Signal wires by layer:
Scale bar: 20 µm. Only two layers are drawn.
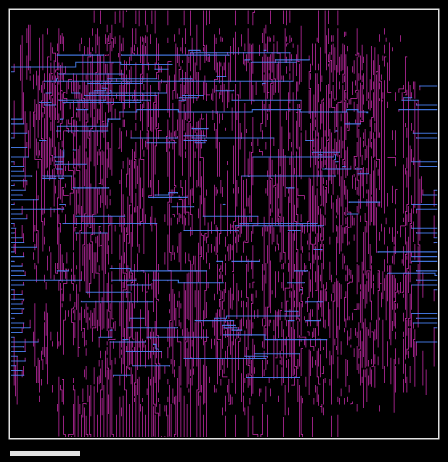
Where the registers sit:
Scale bar: 20 µm.
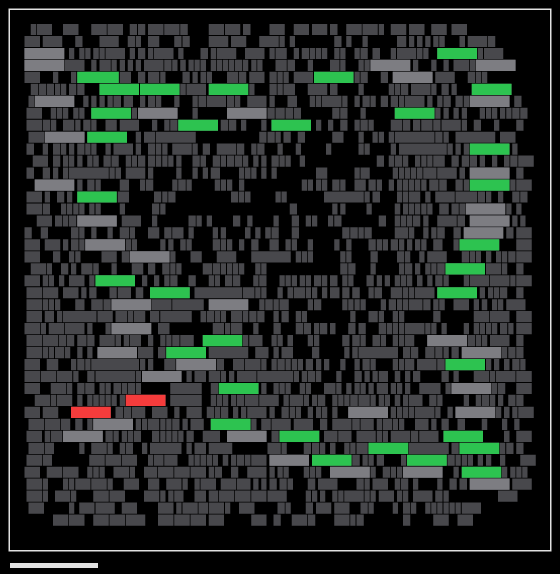
`src/rtl/timer_cmp.sv`:
```
// Compare/interrupt unit fed by the free-running timer counter: one-shot or periodic compare with level irq.
// Optional TIMER_CMP_MISS_COUNT_EN adds a saturating MISS counter at offset 0x10.
module timer_cmp (
  input  logic        clk,
  input  logic        n_rst,
  input  logic [31:0] counter,
  input  logic        bus_r_en,
  input  logic [31:0] bus_r_addr,
  output logic [31:0] bus_r_data,
  input  logic        bus_w_en,
  input  logic [31:0] bus_w_addr,
  input  logic [31:0] bus_w_data,
  output logic        irq
);

  typedef enum logic [1:0] {
    IDLE  = 2'd0,
    ARMED = 2'd1,
    DONE  = 2'd2
  } state_t;

  localparam logic [31:0] ADDR_CMP    = 32'h00;
  localparam logic [31:0] ADDR_CTRL   = 32'h04;
  localparam logic [31:0] ADDR_STATUS = 32'h08;
  localparam logic [31:0] ADDR_PERIOD = 32'h0C;
  localparam logic [31:0] ADDR_MISS   = 32'h10;

  state_t      state, state_next;
  logic [31:0] cmp, period;
  logic        en, periodic, ie, pending;
  logic        w_cmp, w_ctrl, w_status, w_period, clear;
  logic        behind, hit, reload;

  // Bus has no handshake: a write with bus_w_en high is taken at the next edge, reads are combinational.
  assign w_cmp    = bus_w_en && (bus_w_addr == ADDR_CMP);
  assign w_ctrl   = bus_w_en && (bus_w_addr == ADDR_CTRL);
  assign w_status = bus_w_en && (bus_w_addr == ADDR_STATUS);
  assign w_period = bus_w_en && (bus_w_addr == ADDR_PERIOD);
  assign clear    = w_status && bus_w_data[0];

  // Wrap-safe compare: counter at or past cmp within half the range.
  assign behind = (counter - cmp) >= 32'h8000_0000;
  assign hit    = (state == ARMED) && !behind;
  assign reload = hit && periodic && (period != 32'd0);

  always_comb begin
    state_next = state;
    case (state)
      ARMED:   if (hit && !reload) state_next = DONE;
      DONE:    if (w_cmp && en) state_next = ARMED;
      default: state_next = state;
    endcase
    if (w_ctrl) state_next = bus_w_data[0] ? ARMED : IDLE;
  end

  always_ff @(posedge clk or negedge n_rst) begin
    if (!n_rst) begin
      state    <= IDLE;
      cmp      <= 32'd0;
      period   <= 32'd0;
      en       <= 1'b0;
      periodic <= 1'b0;
      ie       <= 1'b0;
      pending  <= 1'b0;
    end else begin
      state <= state_next;
      if (w_cmp) cmp <= bus_w_data;
      else if (reload) cmp <= cmp + period;
      if (w_period) period <= bus_w_data;
      if (w_ctrl) begin
        en       <= bus_w_data[0];
        periodic <= bus_w_data[1];
        ie       <= bus_w_data[2];
      end
      if (hit) pending <= 1'b1;
      else if (clear) pending <= 1'b0;
    end
  end

`ifdef TIMER_CMP_MISS_COUNT_EN
  logic [7:0] miss;

  always_ff @(posedge clk or negedge n_rst) begin
    if (!n_rst) miss <= 8'd0;
    else if (clear) miss <= 8'd0;
    else if (hit && pending && (miss != 8'hFF)) miss <= miss + 8'd1;
  end
`endif

  always_comb begin
    bus_r_data = 32'd0;
    if (bus_r_en) begin
      case (bus_r_addr)
        ADDR_CMP:    bus_r_data = cmp;
        ADDR_CTRL:   bus_r_data = {29'd0, ie, periodic, en};
        ADDR_STATUS: bus_r_data = {29'd0, state, pending};
        ADDR_PERIOD: bus_r_data = period;
`ifdef TIMER_CMP_MISS_COUNT_EN
        ADDR_MISS:   bus_r_data = {24'd0, miss};
`endif
        default:     bus_r_data = 32'd0;
      endcase
    end
  end

  assign irq = pending & ie;

endmodule

```
`config.mk`:
```
export PLATFORM = sky130hd
export DESIGN_NAME = timer_cmp
export DESIGN_NICKNAME = d
export VERILOG_FILES = /design/src/rtl/timer_cmp.sv
export SDC_FILE = /design/constraint.sdc
export NUM_CORES = 1
export LEC_CHECK = 0
export ABC_AREA = 1
export ABC_CLOCK_PERIOD_IN_PS = 2500
export CORE_MARGIN = 3
export CORE_UTILIZATION = 52
export DETAILED_ROUTE_END_ITERATION = 16
export PLACE_DENSITY = 0.83
export SYNTH_ARGS = -nofsm -noshare
export SYNTH_HDL_FRONTEND = slang
export SYNTH_SLANG_ARGS = --single-unit
```
`constraint.sdc`:
```
create_clock -name clk -period 2.5 [get_ports clk]
set_input_delay 0.25 -clock clk [delete_from_list [all_inputs] [get_ports clk]]
set_output_delay 0.25 -clock clk [all_outputs]
set_load 0.01 [all_outputs]
```
==> impl_metrics.ini <==
; synthesis and place-and-route metrics
[drt]
viasPerCell = 5.41
ant_nets = 0
drt_iter0_markers = 726
drt-total-wl_um = 23900
wl_met3_um = 1600
routedWlPerCell_um = 15.5
first_pass_iters = 7
vias = 8323
met1_length_um = 10400

[final_layout]
buffers_excl_clock = 207
final_nets = 1552
comb_share_pct = 49.0
seq_cells = 70
utilization_pct = 70.8
seq_area_share_pct = 18.6
bufAreaShareNonClock_pct = 20.2
nFillCells = 1201
reg.largest.list = cmp (32), period (32), state (2)
final_cell_mix = 441 x nand2_1, 152 x inv_1, 131 x clkdlybuf4s50_1, 108 x nand3_1, 90 x nor2_1
seqCellArea_mm2 = 0.00175
antenna_cells = 0
num-multi-input-gates = 916
area_dominant_class = multi-input combinational cells
drive_gt1_share_pct = 8.37
final_cells = 1538

[final_timing]
fin_setup_tns_ps = 0
finalHoldViolCount = 0
whs_ps = 366
slew_headroom_pct = 60.4
clock_skew_ps = 9.22
setup_viol = 0
min_period_over_period_pct = 96.1
worstMarginPinSlew_ps = 593
finalCriticalPeriod_ps = 2400
layout_setup_ws_ps = 97.7

[yosys]
ys_sh_mux_pct = 0
top_area_share_pct = 24.7
edf_count = 0
fa_ha_area_share_pct = 11.2
yosys_warnings = 0
synth_nets = 1369
postSynth.asyncResetShare_pct = 100
ys_sh_simple_pct = 41.3
synth.distinct_cells = 35
yosys.cell_count.top_type = nand2_1
common_cells = 443 x nand2_1, 152 x inv_1, 108 x nand3_1
synth-xor-area-share_pct = 1.48
numSynthFlops = 70
avgSynthCellArea_um2 = 6.04
yosys_cells = 1174
ys_chip_area_mm2 = 0.00709
flop_cell = dfrtp_1
netlist_instances = 1174
synth-compound-area-share_pct = 10.5
ys_seq_share_pct = 24.7
top_logic_kind = simple AND/OR/NAND/NOR gates
yosysTopAreaCell = dfrtp_1
syn_area_mm2 = 0.00709

[floorplanning]
die_y_um = 123
num_rows = 42
tapCellCount = 176
dieArea_mm2 = 0.0151
fp.coreArea_mm2 = 0.0133
die_w_um = 123
ioPinCount = 165
fp_util_pct = 53.3

[critical_path]
r2r-end = cmp[13]$_DFFE_PN0P_
crit_path_max_fanout = 17
critPathArrivalTime_ps = 2150
r2r_setup_slack_ps = 220
end_kind = primary output
crit_top_cell = nand2_1
worst_path_max_delay_cell = clkdlybuf4s50_1
crit_type = in -> out
max_stage_delay_ps = 410
path_cells = clkdlybuf4s50_1, nor4_2, nand2_1, nor3_2, and2_4, buf_8, nand2_1, a21oi_1, clkdlybuf4s15_1
critPathBufInv = 3
cp.required_ps = 2250

[cts]
clockBufferDepth = 2
cts_buffers = 9
clkSlewWorstSetupHoldPaths_ps = 60
cts_root_buffer = clkbuf_16
cts_sinks = 70
clock_latency_ps = 350
tritoncts = yes

[placement]
dp_hpwl_um = 18500
dpl.cell_count = 1515
place_area_mm2 = 0.00910
place.gp.congestion = 1.00
place_ws_ps = -354

[global_route]
grt_max_degree = 49
gr-max-usage-layer = met2
gr-total-overflow = 0
grt_use_met3_pct = 5.90
grt_pass1_wl_um = 37900
antenna_found_initial = 0

[pwr]
switchingPower_mw = 0.652
p_clk_mw = 1.55
powerDensity_mw_per_mm2 = 323
power_switching_share_pct = 21.5
largestPowerGroup = clock
p_clk_share_pct = 51.0
comb_cell_power_mw = 0.355
p_comb_share_pct = 11.7
ir_drop_mv = 0.467
p_total_mw = 3.04
p_int_mw = 2.39
pg_seq_mw = 1.13

[job]
max_cap_violations = 0
warning_count = 28

[min_path]
worstHoldPathType = in -> async

[run_status]
status = complete, no violations
Notes on 'signal wires by layer' above:
| layer | colour | wire length |
|---|---|---|
| metal 2 | magenta | 11400 µm |
| metal 3 | blue | 1600 µm |

Notes on 'where the registers sit' above:
| netlist name | colour | flops |
|---|---|---|
| cmp | green | 32 |
| state | red | 2 |

-- repair_timing --
item,in CTS,in global routing
setup buffers,1,4
gates resized,41,70
pin swaps,1,4
cloned,1,1
setup endpoints to repair,32,52
hold buffers,1,0
hold endpoints to repair,17,0
-- worst max-delay path by stage --
stage / start / to / slack (ps) / cells past startpoint
detailed placement: bus_r_addr[9] / bus_r_data[1] / -350 / 11
CTS: bus_r_addr[13] / bus_r_data[25] / 10 / 10
global placement: bus_r_addr[9] / bus_r_data[1] / -250 / 11
global route: bus_r_addr[14] / bus_r_data[13] / -40 / 9
floorplan: cmp[0]$_DFFE_PN0P_ / cmp[16]$_DFFE_PN0P_ / 410 / 13
finish: bus_r_addr[14] / bus_r_data[13] / 100 / 9
